**Met1 routing**

The bar under the picture is 20 µm long. Supply wires on this layer in gray.
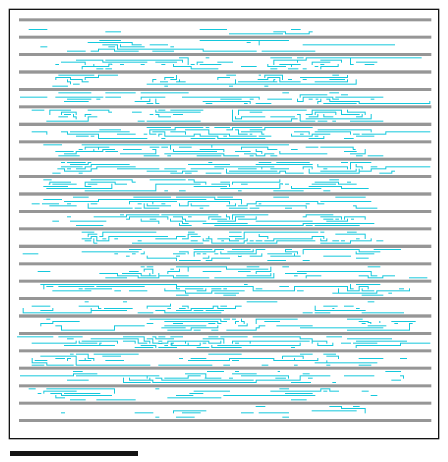
**M2 wires**

Cells faint in the background.
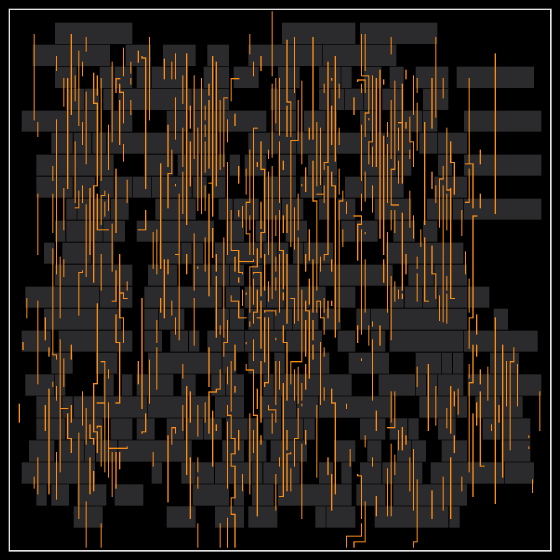
**Signal wires on met3**

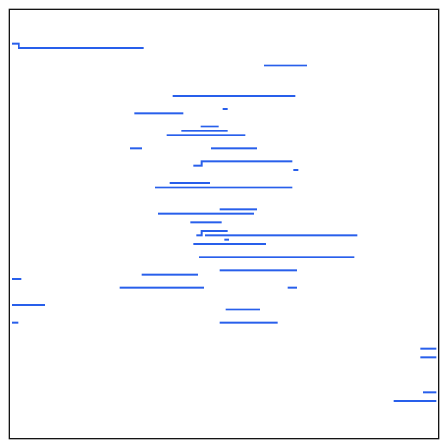
**Wiring heat map**

The die is cut into 13 by 13 equal tiles; dark blue is low, red is high, scaled to the fullest tile. Values are wire area over tile area, all layers added.
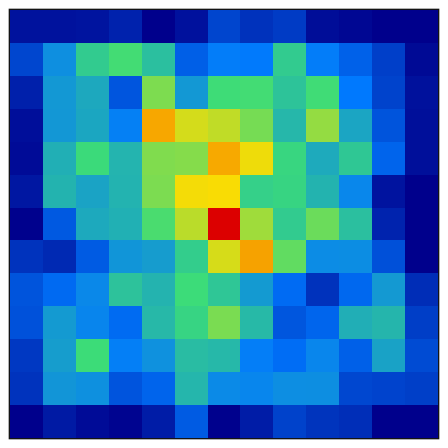
[config.mk]
export PLATFORM = sky130hd
export DESIGN_NAME = score_keeper_flat
export DESIGN_NICKNAME = d
export VERILOG_FILES = /design/src/rtl/score_keeper_if.sv /design/src/rtl/score_keeper.sv /design/src/flat_wrapper.sv
export SDC_FILE = /design/constraint.sdc
export NUM_CORES = 1
export LEC_CHECK = 0
export CORE_UTILIZATION = 57
export DETAILED_ROUTE_END_ITERATION = 10
export PLACE_DENSITY_LB_ADDON = 0.12
export SLEW_MARGIN = 20
export SYNTH_ARGS = -nofsm -noshare
export SYNTH_HDL_FRONTEND = slang
export SYNTH_SLANG_ARGS = --single-unit
[constraint.sdc]
create_clock -name clk -period 3 [get_ports clk]
set_clock_uncertainty 0.2 [all_clocks]
set_input_delay 0.6 -clock clk [delete_from_list [all_inputs] [get_ports clk]]
set_output_delay 0.6 -clock clk [all_outputs]
set_load 0.03 [all_outputs]
[src/rtl/score_keeper_if.sv]
// Signal bundle between the ball/match logic and the score keeper.
// The master drives the point and new-game pulses; the slave (score_keeper) drives score and serve state.
interface score_keeper_if;
    logic       p1_point;
    logic       p2_point;
    logic       new_game;
    logic [3:0] p1_score;
    logic [3:0] p2_score;
    logic [1:0] winner;
    logic       serve;
    logic       serve_dir;
    logic       game_active;

    modport master (
        output p1_point, p2_point, new_game,
        input  p1_score, p2_score, winner, serve, serve_dir, game_active
    );

    modport slave (
        input  p1_point, p2_point, new_game,
        output p1_score, p2_score, winner, serve, serve_dir, game_active
    );
endinterface

[src/rtl/score_keeper.sv]
// Match scoring FSM: counts rally wins, detects the match winner and times the serve pulse.
// States are SERVE_WAIT (countdown to serve), PLAY (rally in progress) and GAME_OVER.
module score_keeper #(
    parameter int unsigned WIN_SCORE   = 7,
    parameter int unsigned SERVE_DELAY = 25_000_000
) (
    input  logic         clk,
    input  logic         reset_n,
    score_keeper_if.slave sk
);

    localparam int unsigned    CW       = $clog2(SERVE_DELAY + 1);
    localparam logic [CW-1:0]  CNT_LOAD = CW'(SERVE_DELAY - 1);
    localparam logic [3:0]     WIN      = 4'(WIN_SCORE);

    typedef enum logic [1:0] {
        SERVE_WAIT,
        PLAY,
        GAME_OVER
    } state_t;

    state_t        state, state_nx;
    logic [CW-1:0] cnt, cnt_nx;
    logic [3:0]    p1, p1_nx;
    logic [3:0]    p2, p2_nx;
    logic [1:0]    win, win_nx;
    logic          dir, dir_nx;

    always_ff @(posedge clk or negedge reset_n) begin
        if (!reset_n) begin
            state <= SERVE_WAIT;
            cnt   <= CNT_LOAD;
            p1    <= '0;
            p2    <= '0;
            win   <= '0;
            dir   <= 1'b0;
        end else begin
            state <= state_nx;
            cnt   <= cnt_nx;
            p1    <= p1_nx;
            p2    <= p2_nx;
            win   <= win_nx;
            dir   <= dir_nx;
        end
    end

    always_comb begin
        state_nx = state;
        cnt_nx   = cnt;
        p1_nx    = p1;
        p2_nx    = p2;
        win_nx   = win;
        dir_nx   = dir;

        case (state)
            SERVE_WAIT: begin
                if (cnt == '0) begin
                    state_nx = PLAY;
                end else begin
                    cnt_nx = cnt - CW'(1);
                end
            end
            PLAY: begin
                if (sk.p1_point && !sk.p2_point) begin
                    p1_nx  = p1 + 4'd1;
                    dir_nx = 1'b1;
                    if (p1 + 4'd1 == WIN) begin
                        state_nx = GAME_OVER;
                        win_nx   = 2'd1;
                    end else begin
                        state_nx = SERVE_WAIT;
                        cnt_nx   = CNT_LOAD;
                    end
                end else if (sk.p2_point && !sk.p1_point) begin
                    p2_nx  = p2 + 4'd1;
                    dir_nx = 1'b0;
                    if (p2 + 4'd1 == WIN) begin
                        state_nx = GAME_OVER;
                        win_nx   = 2'd2;
                    end else begin
                        state_nx = SERVE_WAIT;
                        cnt_nx   = CNT_LOAD;
                    end
                end else if (sk.p1_point && sk.p2_point) begin
                    // Simultaneous points: replay the rally without scoring.
                    state_nx = SERVE_WAIT;
                    cnt_nx   = CNT_LOAD;
                end
            end
            GAME_OVER: begin
                state_nx = GAME_OVER;
            end
            default: begin
                state_nx = SERVE_WAIT;
                cnt_nx   = CNT_LOAD;
            end
        endcase

        if (sk.new_game) begin
            state_nx = SERVE_WAIT;
            cnt_nx   = CNT_LOAD;
            p1_nx    = '0;
            p2_nx    = '0;
            win_nx   = '0;
            dir_nx   = 1'b0;
        end
    end

    assign sk.p1_score    = p1;
    assign sk.p2_score    = p2;
    assign sk.winner      = win;
    assign sk.serve_dir   = dir;
    assign sk.game_active = (state == PLAY);
    // Gated by reset_n so serve stays low while reset is held even when the counter loads zero.
    assign sk.serve       = reset_n && (state == SERVE_WAIT) && (cnt == '0);

    serve_single_pulse: assert property (
        @(posedge clk) disable iff (!reset_n) sk.serve |=> !sk.serve
    );

endmodule

[src/flat_wrapper.sv]
// flat-port wrapper written by rule: the top's interface ports become plain ports
module score_keeper_flat 
#(
    parameter int unsigned WIN_SCORE   = 7,
    parameter int unsigned SERVE_DELAY = 25_000_000
)
  (clk, reset_n, sk_p1_point, sk_p2_point, sk_new_game, sk_p1_score, sk_p2_score, sk_winner, sk_serve, sk_serve_dir, sk_game_active);
  score_keeper_if sk_i ();
  input  logic clk;
  input  logic reset_n;
  input wire logic [$bits(sk_i.p1_point)-1:0] sk_p1_point;
  input wire logic [$bits(sk_i.p2_point)-1:0] sk_p2_point;
  input wire logic [$bits(sk_i.new_game)-1:0] sk_new_game;
  output wire logic [$bits(sk_i.p1_score)-1:0] sk_p1_score;
  output wire logic [$bits(sk_i.p2_score)-1:0] sk_p2_score;
  output wire logic [$bits(sk_i.winner)-1:0] sk_winner;
  output wire logic [$bits(sk_i.serve)-1:0] sk_serve;
  output wire logic [$bits(sk_i.serve_dir)-1:0] sk_serve_dir;
  output wire logic [$bits(sk_i.game_active)-1:0] sk_game_active;
  assign sk_i.p1_point = sk_p1_point;
  assign sk_i.p2_point = sk_p2_point;
  assign sk_i.new_game = sk_new_game;
  assign sk_p1_score = sk_i.p1_score;
  assign sk_p2_score = sk_i.p2_score;
  assign sk_winner = sk_i.winner;
  assign sk_serve = sk_i.serve;
  assign sk_serve_dir = sk_i.serve_dir;
  assign sk_game_active = sk_i.game_active;
  score_keeper #(.WIN_SCORE(WIN_SCORE), .SERVE_DELAY(SERVE_DELAY)) u_core (.clk(clk), .reset_n(reset_n), .sk(sk_i));
endmodule
==> impl_metrics.env <==
# physical design summary
export IMPL_synth_top_area_share_pct=22.0
export IMPL_critical_path_buf_inv_count=2
export IMPL_layout_cells_largest_class="logic gates"
export IMPL_critical_path_reg2reg_endpoint="u_core.cnt[10]"
export IMPL_dominant_power_group="registers"
export IMPL_stage_log_warnings=32
export IMPL_cp_slowest_cell="sky130_fd_sc_hd__dfstp_2"
export IMPL_postRouteAntennaNets=0
export IMPL_report_final_slew_viol_count=0
export IMPL_outcome="completed"
export IMPL_share_clk_of_total_power_pct=38.6
export IMPL_met3WireLength_um=283
export IMPL_met1_length_um=2740
export IMPL_buffer_ports_inserted=17
export IMPL_logic_area_mm2=0.00135
export IMPL_worst_path_largest_cell_delay_ns=0.39
export IMPL_syn_to_layout_area_delta_pct=15.8
export IMPL_clock_cell_area_share_pct=3.30
export IMPL_post_route_period_util_pct=94.1
export IMPL_design_die_area_mm2=0.00446
export IMPL_comb_power_mw=0.0576
export IMPL_post_synth_cell_area_avg_um2=9.21
export IMPL_numCtsBuffers=5
export IMPL_num_tap_cells=50
export IMPL_chipHeight_um=66.8
export IMPL_cts_repair_timing_setup_buffer_count=0
export IMPL_largest_reg_flops=25
export IMPL_arrival_ns=2.02
export IMPL_clk_insertion_delay_late_ns=0.29
export IMPL_mappedNetlistNets=275
export IMPL_top_level_ports=18
export IMPL_cts_max_level=2
export IMPL_clock_buffer_count=7
export IMPL_cts_root_buffer_cell="sky130_fd_sc_hd__clkbuf_8"
export IMPL_fp_utilization_pct=59.4
export IMPL_muxShareOfSynthArea_pct=0.418
export IMPL_cts_hold_buffers_added=0
export IMPL_seq_cell_power_mw=0.524
export IMPL_non_filler_cell_area_final_mm2=0.00277
export IMPL_most_common_layout_cells="sky130_fd_sc_hd__nor2_1 (21), sky130_fd_sc_hd__dfrtp_1 (21), sky130_fd_sc_hd__nor3_1 (17), sky130_fd_sc_hd__dfstp_2 (17)"
export IMPL_power_share_sequential_pct=55.3
export IMPL_cts_tree="yes"
export IMPL_synthTopCellsByArea="sky130_fd_sc_hd__dfrtp_1 (22%), sky130_fd_sc_hd__dfstp_2 (19%), sky130_fd_sc_hd__ha_1 (5.2%), sky130_fd_sc_hd__nor3_1 (3.6%), sky130_fd_sc_hd__nor2_1 (3.5%)"
export IMPL_grt_pass1_vias=1941
export IMPL_grt_start_max_net_pins=39
export IMPL_layout_buffer_nonclock_area_share_pct=9.12
export IMPL_filler_cell_count=322
export IMPL_setup_ws_ns=0.177
export IMPL_ys_ff=38
export IMPL_largest_area_cell="sky130_fd_sc_hd__dfrtp_1"
-- 'met1 routing' (at the start) --
share of all routed wire = 50%
longest straight run = 32.7 µm
main direction = horizontal
wire length on this layer = 2740 µm
routed wire length: 5520 µm
total vias in the final route: 2108
global routing met1 resource utilization: 40.6%

-- 'M2 wires' (at the start) --
main direction = vertical
share of all routed wire = 43%
wire length on this layer = 2390 µm
longest straight run = 22.9 µm
nets with wire on the layer = 245
met2 usage in global routing: 40.9%

-- 'signal wires on met3' (at the start) --
wire length on this layer = 283 µm
main direction = horizontal
nets with wire on the layer = 27
share of all routed wire = 5.1%
longest straight run = 23.9 µm
met3 usage in global routing: 4.97%

-- 'wiring heat map' (at the start) --
fullest tile = 0.67
mean over tiles = 0.20
tiles over half the peak = 15%
densest ninth of the die = middle
nearly empty tiles = 7.7%
detail-routed net length per standard cell: 16.5 µm
GR Util All Layers: 28.2%

